<file path="config.mk">
export PLATFORM = sky130hd
export DESIGN_NAME = hazard_forward_ctrl
export DESIGN_NICKNAME = d
export VERILOG_FILES = /design/src/rtl/hazard_forward_ctrl_pkg.sv /design/src/rtl/hazard_forward_ctrl_src_match.sv /design/src/rtl/hazard_forward_ctrl.sv
export SDC_FILE = /design/constraint.sdc
export NUM_CORES = 1
export LEC_CHECK = 0
export ABC_AREA = 1
export CAP_MARGIN = 5
export CORE_ASPECT_RATIO = 0.9
export CORE_MARGIN = 2
export CORE_UTILIZATION = 55
export CTS_BUF_LIST = sky130_fd_sc_hd__clkbuf_2 sky130_fd_sc_hd__clkbuf_4 sky130_fd_sc_hd__clkbuf_8
export DETAILED_ROUTE_END_ITERATION = 8
export GPL_TIMING_DRIVEN = 0
export PLACE_DENSITY_LB_ADDON = 0.25
export SLEW_MARGIN = 10
export SYNTH_ARGS = -nofsm -noshare
export SYNTH_HDL_FRONTEND = slang
export SYNTH_SLANG_ARGS = --single-unit
</file>
<file path="constraint.sdc">
create_clock -name Clock_in -period 2.6 [get_ports Clock_in]
set_input_delay 0.26 -clock Clock_in [delete_from_list [all_inputs] [get_ports Clock_in]]
set_output_delay 0.26 -clock Clock_in [all_outputs]
set_load 0.05 [all_outputs]
</file>
<file path="src/rtl/hazard_forward_ctrl_pkg.sv">
// ---------------------------------------------------------------------------
// hazard_forward_ctrl_pkg
// Shared definitions for the hazard/forwarding controller:
//   - forward-select encodings (register file vs. pipeline stage k)
//   - scoreboard entry flag struct
//   - hardwired-zero register index
// ---------------------------------------------------------------------------
package hazard_forward_ctrl_pkg;

  // Forward select: FWD_RF reads the register file; stage k is encoded
  // as FWD_STAGE_BASE + k so that 0 stays reserved for "no forwarding".
  localparam int FWD_RF         = 0;
  localparam int FWD_STAGE_BASE = 1;

  // Register 0 is hardwired to zero and is never a forwarding target.
  localparam int REG_ZERO = 0;

  // Per-entry scoreboard flags. The destination address width is a module
  // parameter, so the rd field is stored in a parallel array beside these.
  typedef struct packed {
    logic valid;
    logic we;
    logic load;
  } sb_flags_t;

  // Forward-select code for a value sitting in scoreboard stage `stage`.
  function automatic int fwd_code(input int stage);
    return stage + FWD_STAGE_BASE;
  endfunction

endpackage

</file>
<file path="src/rtl/hazard_forward_ctrl_src_match.sv">
// ---------------------------------------------------------------------------
// hazard_src_match
// Priority matcher for one source operand against the in-flight scoreboard.
// The youngest (lowest-index) matching stage wins.
//
// Ports:
//   i_src_addr  source register address
//   i_src_used  source is actually read by the instruction
//   i_sb_valid  per-stage entry valid
//   i_sb_we     per-stage entry writes the register file
//   i_sb_load   per-stage entry is a load
//   i_sb_rd     per-stage destination address
//   o_fwd_sel   0 = register file, k+1 = forward from stage k
//   o_load_hit  youngest match is a load whose data is not yet forwardable
// ---------------------------------------------------------------------------
module hazard_src_match
  import hazard_forward_ctrl_pkg::*;
#(
  parameter int REG_ADDR_W = 4,
  parameter int PIPE_DEPTH = 3,
  parameter int LOAD_LAT   = 1,
  parameter int SEL_W      = $clog2(PIPE_DEPTH + 1)
) (
  input  logic [REG_ADDR_W-1:0]                 i_src_addr,
  input  logic                                  i_src_used,
  input  logic [PIPE_DEPTH-1:0]                 i_sb_valid,
  input  logic [PIPE_DEPTH-1:0]                 i_sb_we,
  input  logic [PIPE_DEPTH-1:0]                 i_sb_load,
  input  logic [PIPE_DEPTH-1:0][REG_ADDR_W-1:0] i_sb_rd,
  output logic [SEL_W-1:0]                      o_fwd_sel,
  output logic                                  o_load_hit
);

  logic                  w_src_nonzero;
  logic [PIPE_DEPTH-1:0] w_match;

  assign w_src_nonzero = (i_src_addr != REG_ADDR_W'(REG_ZERO));

  always_comb begin
    w_match = '0;
    for (int k = 0; k < PIPE_DEPTH; k++) begin
      w_match[k] = i_sb_valid[k] & i_sb_we[k] & i_src_used & w_src_nonzero &
                   (i_sb_rd[k] == i_src_addr);
    end
  end

  // Walk from oldest to youngest so the youngest match overwrites the rest.
  // The load-hit flag follows the winning stage only: an older non-load
  // producer behind a younger load does not hide the load.
  always_comb begin
    o_fwd_sel  = SEL_W'(FWD_RF);
    o_load_hit = 1'b0;
    for (int k = PIPE_DEPTH - 1; k >= 0; k--) begin
      if (w_match[k]) begin
        o_fwd_sel  = SEL_W'(fwd_code(k));
        o_load_hit = (k < LOAD_LAT) && i_sb_load[k];
      end
    end
  end

endmodule

</file>
<file path="src/rtl/hazard_forward_ctrl.sv">
// ---------------------------------------------------------------------------
// hazard_forward_ctrl
// Forwarding and load-use hazard control for the instruction in ID.
// Destination registers of in-flight instructions are tracked in a
// PIPE_DEPTH-entry shift scoreboard (stage 0 = EXE). Per-source forward
// selects and the stall are combinational from the ID inputs; the
// scoreboard shifts every cycle and receives a bubble on stall, flush or
// an empty ID slot.
//
// Ports:
//   Clock_in          core clock, rising edge
//   Reset_in          asynchronous active-low reset
//   id_valid          ID holds a real instruction
//   id_src_addr       source addresses, source i at [i*REG_ADDR_W +: REG_ADDR_W]
//   id_src_used       source i is actually read
//   id_rd_addr        destination address
//   id_rd_we          instruction writes the register file
//   id_is_load        instruction is a memory load
//   flush_in          branch taken in EXE; kill the instruction in ID
//   stall_out         hold PC and IF/ID, bubble into EXE
//   fwd_sel_out       per source: 0 = register file, k = value from stage k-1
//   inflight_cnt_out  number of valid scoreboard entries
//
// Optional (macro HAZARD_FWD_STATS_EN):
//   stall_cnt_out     saturating count of stalled cycles
//   fwd_cnt_out       saturating count of issued instructions using forwarding
// ---------------------------------------------------------------------------
module hazard_forward_ctrl
  import hazard_forward_ctrl_pkg::*;
#(
  parameter int REG_ADDR_W = 4,
  parameter int NUM_SRC    = 2,
  parameter int PIPE_DEPTH = 3,
  parameter int LOAD_LAT   = 1,
  parameter int SEL_W      = $clog2(PIPE_DEPTH + 1)
) (
  input  logic                          Clock_in,
  input  logic                          Reset_in,
  input  logic                          id_valid,
  input  logic [NUM_SRC*REG_ADDR_W-1:0] id_src_addr,
  input  logic [NUM_SRC-1:0]            id_src_used,
  input  logic [REG_ADDR_W-1:0]         id_rd_addr,
  input  logic                          id_rd_we,
  input  logic                          id_is_load,
  input  logic                          flush_in,
  output logic                          stall_out,
  output logic [NUM_SRC*SEL_W-1:0]      fwd_sel_out,
  output logic [SEL_W-1:0]              inflight_cnt_out
`ifdef HAZARD_FWD_STATS_EN
  ,
  output logic [31:0]                   stall_cnt_out,
  output logic [31:0]                   fwd_cnt_out
`endif
);

  sb_flags_t [PIPE_DEPTH-1:0]           r_sb_flags;
  logic [PIPE_DEPTH-1:0][REG_ADDR_W-1:0] r_sb_rd;
  logic [SEL_W-1:0]                      r_inflight_cnt;

  logic [PIPE_DEPTH-1:0]  w_sb_valid;
  logic [PIPE_DEPTH-1:0]  w_sb_we;
  logic [PIPE_DEPTH-1:0]  w_sb_load;
  logic [NUM_SRC-1:0]     w_load_hit;
  logic [NUM_SRC*SEL_W-1:0] w_fwd_sel;
  logic                   w_stall;
  logic                   w_push;
  sb_flags_t              w_new_flags;
  logic [PIPE_DEPTH-1:0]  w_next_valid;
  logic [SEL_W-1:0]       w_next_cnt;

  always_comb begin
    w_sb_valid = '0;
    w_sb_we    = '0;
    w_sb_load  = '0;
    for (int k = 0; k < PIPE_DEPTH; k++) begin
      w_sb_valid[k] = r_sb_flags[k].valid;
      w_sb_we[k]    = r_sb_flags[k].we;
      w_sb_load[k]  = r_sb_flags[k].load;
    end
  end

  for (genvar s = 0; s < NUM_SRC; s++) begin : g_src
    hazard_src_match #(
      .REG_ADDR_W (REG_ADDR_W),
      .PIPE_DEPTH (PIPE_DEPTH),
      .LOAD_LAT   (LOAD_LAT),
      .SEL_W      (SEL_W)
    ) u_match (
      .i_src_addr (id_src_addr[s*REG_ADDR_W +: REG_ADDR_W]),
      .i_src_used (id_src_used[s]),
      .i_sb_valid (w_sb_valid),
      .i_sb_we    (w_sb_we),
      .i_sb_load  (w_sb_load),
      .i_sb_rd    (r_sb_rd),
      .o_fwd_sel  (w_fwd_sel[s*SEL_W +: SEL_W]),
      .o_load_hit (w_load_hit[s])
    );
  end

  // Flush has priority over a hazard: the instruction is dying anyway.
  assign w_stall = id_valid & ~flush_in & (|w_load_hit);
  assign w_push  = id_valid & ~flush_in & ~w_stall;

  always_comb begin
    w_new_flags       = '0;
    w_new_flags.valid = 1'b1;
    w_new_flags.we    = id_rd_we;
    w_new_flags.load  = id_is_load;
  end

  // Occupancy after the coming edge, so the registered count matches the
  // scoreboard contents it is sampled alongside.
  always_comb begin
    w_next_valid    = '0;
    w_next_valid[0] = w_push;
    for (int k = 1; k < PIPE_DEPTH; k++) begin
      w_next_valid[k] = w_sb_valid[k-1];
    end
    w_next_cnt = '0;
    for (int k = 0; k < PIPE_DEPTH; k++) begin
      w_next_cnt = w_next_cnt + SEL_W'(w_next_valid[k]);
    end
  end

  // Scoreboard shift: never stalls; only ID is held.
  always_ff @(posedge Clock_in or negedge Reset_in) begin
    if (!Reset_in) begin
      r_sb_flags     <= '0;
      r_sb_rd        <= '0;
      r_inflight_cnt <= '0;
    end else begin
      for (int k = PIPE_DEPTH - 1; k >= 1; k--) begin
        r_sb_flags[k] <= r_sb_flags[k-1];
        r_sb_rd[k]    <= r_sb_rd[k-1];
      end
      if (w_push) begin
        r_sb_flags[0] <= w_new_flags;
        r_sb_rd[0]    <= id_rd_addr;
      end else begin
        r_sb_flags[0] <= '0;
        r_sb_rd[0]    <= '0;
      end
      r_inflight_cnt <= w_next_cnt;
    end
  end

  assign stall_out        = w_stall;
  assign fwd_sel_out      = w_fwd_sel;
  assign inflight_cnt_out = r_inflight_cnt;

`ifdef HAZARD_FWD_STATS_EN
  logic [31:0] r_stall_cnt;
  logic [31:0] r_fwd_cnt;
  logic        w_fwd_used;

  assign w_fwd_used = w_push & (|w_fwd_sel);

  // Both counters saturate rather than wrap.
  always_ff @(posedge Clock_in or negedge Reset_in) begin
    if (!Reset_in) begin
      r_stall_cnt <= '0;
      r_fwd_cnt   <= '0;
    end else begin
      if (w_stall && (r_stall_cnt != 32'hFFFF_FFFF)) begin
        r_stall_cnt <= r_stall_cnt + 32'd1;
      end
      if (w_fwd_used && (r_fwd_cnt != 32'hFFFF_FFFF)) begin
        r_fwd_cnt <= r_fwd_cnt + 32'd1;
      end
    end
  end

  assign stall_cnt_out = r_stall_cnt;
  assign fwd_cnt_out   = r_fwd_cnt;
`endif

endmodule

</file>
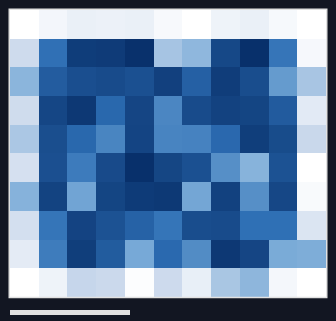
Run 1: placement density heat map
Scale bar: 20 µm. The die is cut into 11 by 10 equal tiles; white is low, dark blue is high, 0 to 100% covered.
fullest tile: 100%
densest ninth of the die: centre
nearly empty tiles: 6.4%
mean over tiles: 58%
tiles over 75% full: 45%
Initial Util: 0.5962
core area: 1971 µm²
utilization after layout: 0.7606

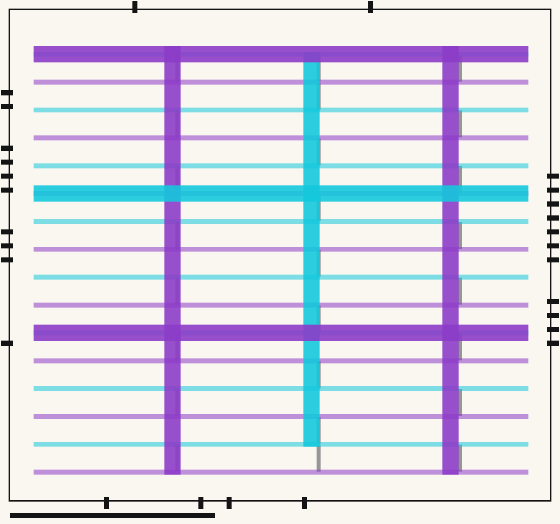
Run 1: power grid
Scale bar: 20 µm. Pins as bars on the die edge. Tap cells in grey.
| net | colour |
|---|---|
| VSS | purple |
| VDD | cyan |
met5 straps: 3
rows: 15
met1 rails: 16
signal pins: 27
met4 straps: 3

==> run_results.csv, run 1 <==
group,metric,value,unit
run_status,status,"finished, final reports clean",
critical_path,timing.rr.start,"r_sb_rd[2]$_DFF_PN0_",
yosys,ys_seq_frac,0.4473,
flow_run,maxCapViolCount,0,
power,pwr-share-seq,0.559,
global_route,grtUsageTotal,0.2345,
final_layout,seq_area,525.5,µm²
power,p_leak,0.8496,nW
global_route,grt_overflow_total,0,
floorplanning,fp-row-count,15,
critical_path,crit_top_cell,"nand2_1",
critical_path,required,2.34,ns
floorplanning,fp.dieH,47.85,µm
yosys,yosys_cells,163,
detailed_routing,via_per_inst,5.009,
global_route,grtUsageMet1,0.2758,
power,power_density,421.7,nW/µm²
critical_path,endpoint_kind,"output pin",
yosys,synth.logic.top_family,"simple AND/OR/NAND/NOR gates",
flow_run,warnings,26,
floorplanning,dieWidth,52.72,µm
critical_path,worstSetupEndpoint,"fwd_sel_out[2]",
min_path,min_path_type,"reg2reg",
floorplanning,num_io_pins,27,
detailed_routing,antenna_left,0,
min_path,min_to,"r_sb_flags[7]$_DFF_PN0_",
global_route,grt_first_pass_wirelength,4.133,mm
yosys,adder_share,0.01704,
final_layout,diodes,0,
detailed_routing,drt-initial-drc-count,27,
global_route,grt_max_degree,22,
final_timing,tightest_slew,0.9279,ns
yosys,syn_nets,184,
placement,hpwl,2.076,mm
detailed_routing,avgRoutedWirePerCell,12.11,µm
detailed_routing,wirelength,2.641,mm
final_layout,num-fill-cells,150,
clock_tree,cts_tree,"done",
placement,place_ws,-0.008546,ns
clock_tree,cts_buffers,3,
final_layout,final_layout_top_logic_cells,"58 x nand2_1, 31 x inv_1, 21 x dfrtp_1, 21 x clkdlybuf4s50_1, 19 x nor2_1",
final_layout,layout_top_cell,"nand2_1",
yosys,synth.cellmix.compoundShare,0.04899,
global_route,use_met2,0.4150,
final_layout,design_area,1499,µm²
final_layout,drive_above_1_share,0.05699,
power,internal_power,0.0004519,W
global_route,antenna_found_initial,0,
critical_path,worst_ep_arrival_time,2.09,ns
power,vdd_drop_max,0.4420,mV
critical_path,cp-start-kind,"input pin",
min_path,min_path_cells,0,
final_layout,final_cells,218,
placement,gp_congestion,0.8701,
yosys,ys_ff,21,
global_route,grt.met3_usage,0.04063,
global_route,grt_pass1_vias,1030,
floorplanning,chip_area,2522,µm²
min_path,min-delay-start,"r_sb_flags[4]$_DFF_PN0_",
critical_path,reg2reg_slack,0.96,ns
yosys,synth_area,1175,µm²
final_timing,rsz0062_at_grt,"no",
clock_tree,cts_hold_buf,0,
yosys,ys_sh_xor,0.03727,
final_timing,finalMaxSlewViolations,0,
detailed_routing,remaining_drc_errors,0,
global_route,gr-max-usage-layer,"met2",
power,swShare,0.2850,
final_layout,syn_to_final_growth,27.58,%
final_timing,hold_viol,0,
power,clock_power_share,0.248,
critical_path,cpLargestDelayFamily,"buffers and inverters",
final_timing,fin_ws,0.2483,ns
clock_tree,clk_pin_slew,0.11,ns
clock_tree,cts.path.max_buffers,2,
critical_path,slowest_stage,"clkdlybuf4s50_1",
critical_path,cp_max_fo,5,
critical_path,critPathKind,"in2out",
final_timing,fin_tns_setup,0,ns
clock_tree,clock_sinks,21,
critical_path,r2r-end,"inflight_cnt_out[0]$_DFF_PN0_",
yosys,syn_inst,163,
final_timing,clock.fmax,0.4252,GHz
clock_tree,worstSkewPairLatency,0.30,ns
final_timing,relSlewSlack,0.3795,
placement,port_buffers,26,
detailed_routing,vias,1092,
final_timing,min_period,2.352,ns
final_layout,layout.nets,215,
critical_path,cp.buffers_inverters,2,
final_timing,finalCritPeriodShare,0.9045,
power,power,0.0006321,W
power,pg_clk,0.000157,W
clock_tree,h-tree-depth,1,
critical_path,cp_cell_sequence,"clkdlybuf4s50_1, nand2_1, nand2_1, nand2_1, nor2_1, and2_1, o21bai_1, dlygate4sd2_1",
yosys,avgSynthCellArea,7.208,µm²
power,power.switching,0.0001801,W
final_timing,finalSetupViolCount,0,
placement,placed_cells,214,
yosys,ys_chip_area,1175,µm²
power,pg_comb,0.000122,W
detailed_routing,dr.pass1.iters,4,
critical_path,ff2ff_path_depth,9,
critical_path,crit_cells,8,
power,pwr-share-comb,0.193,
final_timing,worst_hold_slack,0.3866,ns
critical_path,slowest_delay,0.59,ns
yosys,ys_types,21,
power,p_seq,0.000353,W
power,power_leader,"sequential cells",
critical_path,worstSetupStartpoint,"id_src_addr[6]",
yosys,ys_sh_mux,0,
clock_tree,clock-root-buffer,"clkbuf_4",
yosys,yosysWarnings,0,
yosys,simple_gate_area_frac,0.3440,
final_timing,fin_skew,0.001076,ns
placement,post_dp_cell_area,1466,µm²
final_layout,logic_area,525.5,µm²
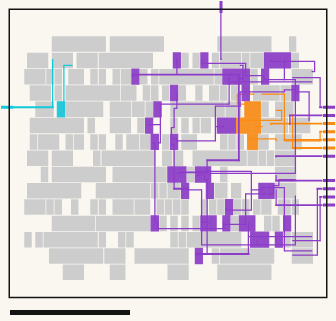
Run 1: port wiring
Scale bar: 20 µm.
| port | colour | bits | direction | end cells | buffers | wire |
|---|---|---|---|---|---|---|
| id_src_addr | purple | 8 | input | 34 | 8 | 455 µm |
| flush_in | cyan | 1 | input | 1 | 1 | 23.5 µm |
| fwd_sel_out | orange | 4 | output | 4 | 4 | 66.1 µm |

## run 1: worst register-to-register path, stage by stage, from the launching register on
cell	delay [ns]
dfrtp_1	0.43
inv_1	0.08
nand2_1	0.06
nand2_1	0.06
nand2_1	0.06
nor2_1	0.16
nand3_2	0.12
nand3_4	0.13
fa_1	0.42
inv_1	0.07
## run 1: layer usage
metal,vias to the layer above,part of all wire
li1,547,-
met3,7,0.066
met4,0,0.023
met5,-,0
met2,43,0.47
met1,495,0.44
## run 1: repair_timing
item,4_1_cts,5_1_grt
resized,2,3
setup endpoints to repair,2,3
buffers inserted,0,0
cloned,0,0
## run 1: synthesized netlist by cell type
library cell / count / area, µm²
fa_1: 1 / 20.02
and2_1: 1 / 6.260
xor2_1: 5 / 43.79
nand2_1: 58 / 217.7
a21oi_1: 5 / 25.02
nand3_2: 2 / 20.02
nor2_2: 1 / 6.260
and3_1: 1 / 6.260
nand4_1: 3 / 18.77
o21ai_0: 2 / 10.01
nor2_1: 19 / 71.32
o21bai_1: 1 / 7.510
nand3_4: 1 / 17.52
inv_2: 2 / 7.510
inv_1: 31 / 116.4
nand3_1: 5 / 25.02
dfrtp_1: 21 / 525.5
a21boi_0: 1 / 7.510
a21boi_1: 1 / 7.510
nand3b_1: 1 / 7.510
and3_2: 1 / 7.510
## run 1: final cells by class
class	instances	area share
multi-input cells	109	0.3506
flip-flops and latches	21	0.3506
clock buffers	3	0.01503
repair buffers	26	0.1770
clock inverters	1	0.003339
inverters	33	0.08264
well taps	25	0.02087
## run 1: sequential cells by signal, indices dropped and copies added (netlist names)
name and cells:
r_sb_rd 12, inflight_cnt_out 2, r_sb_flags 7
Run 1, sequential cells grouped by signal name:
Scale bar: 20 µm. Other cells in grey.
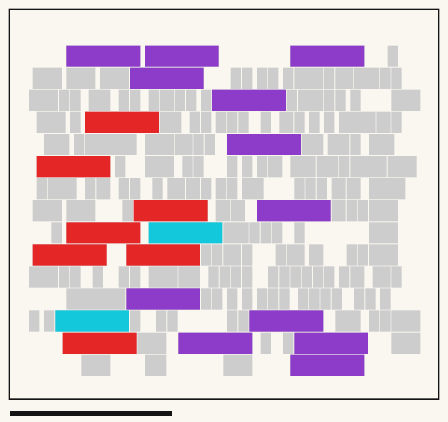

==> run 2, diff against run 1 <==
--- a/config.mk
+++ b/config.mk
@@ -12,7 +12,6 @@
 export CORE_UTILIZATION = 55
 export CTS_BUF_LIST = sky130_fd_sc_hd__clkbuf_2 sky130_fd_sc_hd__clkbuf_4 sky130_fd_sc_hd__clkbuf_8
 export DETAILED_ROUTE_END_ITERATION = 8
-export GPL_TIMING_DRIVEN = 0
 export PLACE_DENSITY_LB_ADDON = 0.25
 export SLEW_MARGIN = 10
 export SYNTH_ARGS = -nofsm -noshare
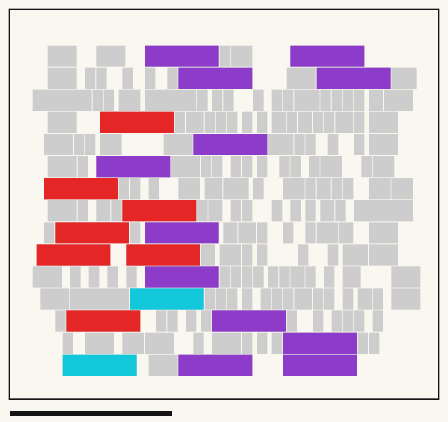
Run 2: sequential cells grouped by signal name
Scale bar: 20 µm. Other cells in grey.
| signal | colour | placed flops |
|---|---|---|
| inflight_cnt_out | cyan | 2 |
| r_sb_flags | red | 7 |
| r_sb_rd | purple | 12 |
Seq area share: 0.3483
Register Area: 525.5 µm²

==> run 2 against run 1 <==
Net effect: total power increased by 0.14%; clock power about the same; area after synthesis unchanged; via count decreased by 2.2%; hold slack improved by 0.013 ns; synthesized cell count unchanged; sequential share of layout area decreased by 0.23 points; design area increased by 0.67%; worst setup slack improved by 0.26 ns; core utilization increased by 0.51 points; sequential cell count unchanged; die area unchanged.
==> run_results.csv, run 2 <==
group,metric,value,unit
yosys,yosysWarnings,0,
detailed_routing,remaining_drc_errors,0,
global_route,grt_max_degree,22,
yosys,synth.top_cell.area_share,0.4473,
clock_tree,h-tree-depth,1,
floorplanning,initCoreUtil,0.5962,
power,power.switching,0.0001797,W
detailed_routing,avgRoutedWirePerCell,11.51,µm
yosys,top_cells_by_count,"58 x nand2_1, 31 x inv_1, 21 x dfrtp_1",
final_timing,tightest_slew,0.8957,ns
flow_run,maxCapViolCount,0,
critical_path,r2r-end,"inflight_cnt_out[0]$_DFF_PN0_",
yosys,synth_area,1175,µm²
yosys,ys_seq_frac,0.4473,
power,pg_clk,0.000159,W
detailed_routing,dr.pass1.iters,4,
clock_tree,cts_hold_buf,0,
final_timing,finalSetupViolCount,0,
critical_path,cp_max_fo,5,
placement,post_dp_cell_area,1479,µm²
power,pwr-share-comb,0.192,
min_path,min_path_cells,0,
yosys,ys_ff,21,
clock_tree,cts.path.max_buffers,2,
yosys,ys_chip_area,1175,µm²
final_timing,relSlewSlack,0.4010,
final_layout,largest_register_ffs,12,
global_route,grt_first_pass_wirelength,4.160,mm
global_route,grt_overflow_total,0,
clock_tree,cts_setup_buffers,0,
final_layout,largest_register,"r_sb_rd",
floorplanning,fp.dieH,47.85,µm
floorplanning,fp-row-count,15,
detailed_routing,via_per_inst,4.899,
clock_tree,cts_tree,"done",
floorplanning,dieWidth,52.72,µm
power,vdd_drop_max,0.4746,mV
final_layout,diodes,0,
clock_tree,worstSkewPairLatency,0.31,ns
yosys,ys_types,21,
final_layout,layout_top_cell,"nand2_1",
power,power,0.0006330,W
placement,gp_congestion,0.8443,
yosys,avgSynthCellArea,7.208,µm²
floorplanning,num_io_pins,27,
final_layout,design_area,1509,µm²
critical_path,worst_ep_arrival_time,1.83,ns
final_timing,min_period,2.092,ns
critical_path,cp-start-kind,"input pin",
yosys,syn_nets,184,
final_timing,clock.fmax,0.4780,GHz
placement,hpwl,2.046,mm
final_timing,fin_skew,0.005736,ns
final_layout,final_cells,218,
critical_path,reg2reg_slack,0.97,ns
detailed_routing,antenna_left,0,
critical_path,worstSetupEndpoint,"stall_out",
min_path,min_path_type,"reg2reg",
critical_path,timing.rr.start,"r_sb_rd[1]$_DFF_PN0_",
yosys,top_area_cell,"dfrtp_1",
final_layout,syn_to_final_growth,28.43,%
critical_path,ff2ff_path_depth,9,
flow_run,warnings,26,
power,p_seq,0.000352,W
clock_tree,clk_pin_slew,0.12,ns
final_timing,rsz0062_at_grt,"no",
power,power_leader,"sequential cells",
power,pwr-share-seq,0.557,
power,internal_power,0.0004532,W
placement,placed_cells,214,
floorplanning,chip_area,2522,µm²
clock_tree,cts_buffers,3,
clock_tree,clock-root-buffer,"clkbuf_4",
min_path,min_to,"r_sb_flags[7]$_DFF_PN0_",
critical_path,critPathKind,"in2out",
yosys,synth-edff-count,0,
detailed_routing,drt-initial-drc-count,20,
power,clock_power_share,0.252,
final_layout,logic_area,525.5,µm²
yosys,topCellsByArea,"dfrtp_1 45%, nand2_1 19%, inv_1 9.9%, nor2_1 6.1%, xor2_1 3.7%",
min_path,min-delay-start,"r_sb_flags[4]$_DFF_PN0_",
final_timing,hold_viol,0,
detailed_routing,vias,1068,
critical_path,required,2.34,ns
final_timing,finalMaxSlewViolations,0,
final_layout,final_layout_top_logic_cells,"58 x nand2_1, 31 x inv_1, 21 x dfrtp_1, 21 x clkdlybuf4s50_1, 19 x nor2_1",
yosys,synth_top_cell_by_count,"nand2_1",
placement,port_buffers,26,
clock_tree,cts_resized,0,
yosys,yosys_cells,163,
yosys,ys_async_sr_fraction,1.000,
power,pg_comb,0.000121,W
final_timing,fin_tns_setup,0,ns
final_layout,drive_above_1_share,0.08290,
final_layout,layout.nets,215,
power,power_density,419.5,nW/µm²
run_status,status,"finished, final reports clean",
power,swShare,0.2839,
global_route,grt_pass1_vias,1047,
global_route,grtUsageTotal,0.2326,
clock_tree,clock_sinks,21,
yosys,syn_inst,163,
yosys,ff_type,"dfrtp_1",
detailed_routing,wirelength,2.509,mm
floorplanning,fp.coreArea,1971,µm²
final_timing,finalCritPeriodShare,0.8046,
power,p_leak,0.7957,nW
global_route,antenna_found_initial,0,
critical_path,endpoint_kind,"output pin",
critical_path,worstSetupStartpoint,"id_src_addr[2]",
final_layout,num-fill-cells,152,
[run 2: cell counts after synthesis]
Identical to the previous run, type by type.
[run 2: kinds of logic (layout without fill, tap and decap cells)]
kind of cell / Yosys count / count (layout) / synth area share
buffers and inverters: 33 / 63 / 0.1054
AOI/OAI and AO/OA: 10 / 10 / 0.04899
adders and majority gates: 1 / 1 / 0.01704
DFF: 21 / 21 / 0.4473
and+or+nand+nor: 93 / 93 / 0.3440
xor gates and xnor gates: 5 / 5 / 0.03727
[run 2: final cells by class]
cell class | instances | area share
clock buffer | 3 | 0.01493
inverter | 33 | 0.08209
tap | 25 | 0.02073
multi-input combinational | 109 | 0.3483
sequential | 21 | 0.3483
timing repair buffer | 26 | 0.1808
clock inverter | 1 | 0.004975
[run 2: worst max-delay path, stage by stage]
cell             delay (ns)
clkdlybuf4s50_1        0.61
nor2_1                 0.07
nand2_1                0.11
nand2_1                0.07
nor2_2                 0.14
nand3_2                0.11
a21boi_1               0.28
buf_12                 0.18
[run 2: metrics by stage]
stage / hold WS (ns) / setup slack, ns / util
6_report: 0.3997 / 0.5079 / 0.7657
5_1_grt: 0.4157 / 0.4111 / 0.7657
4_1_cts: 0.4016 / 0.5242 / 0.7657
3_5_place_dp: 0.3735 / 0.5538 / 0.7505
3_3_place_gp: 0.3579 / 0.5682 / 0.7505
2_1_floorplan: -0.03559 / 0.5128 / -
[run 2: metal layers]
layer | global-route usage | routed length, µm | up-vias
met2 | 0.4225 | 1187 | 30
met5 | 0 | 0 | -
met1 | 0.2763 | 1167 | 487
li1 | - | - | 547
met4 | 0.09744 | 33 | 0
met3 | 0.04375 | 121 | 4
Power is estimated from default activity; no workload was simulated.
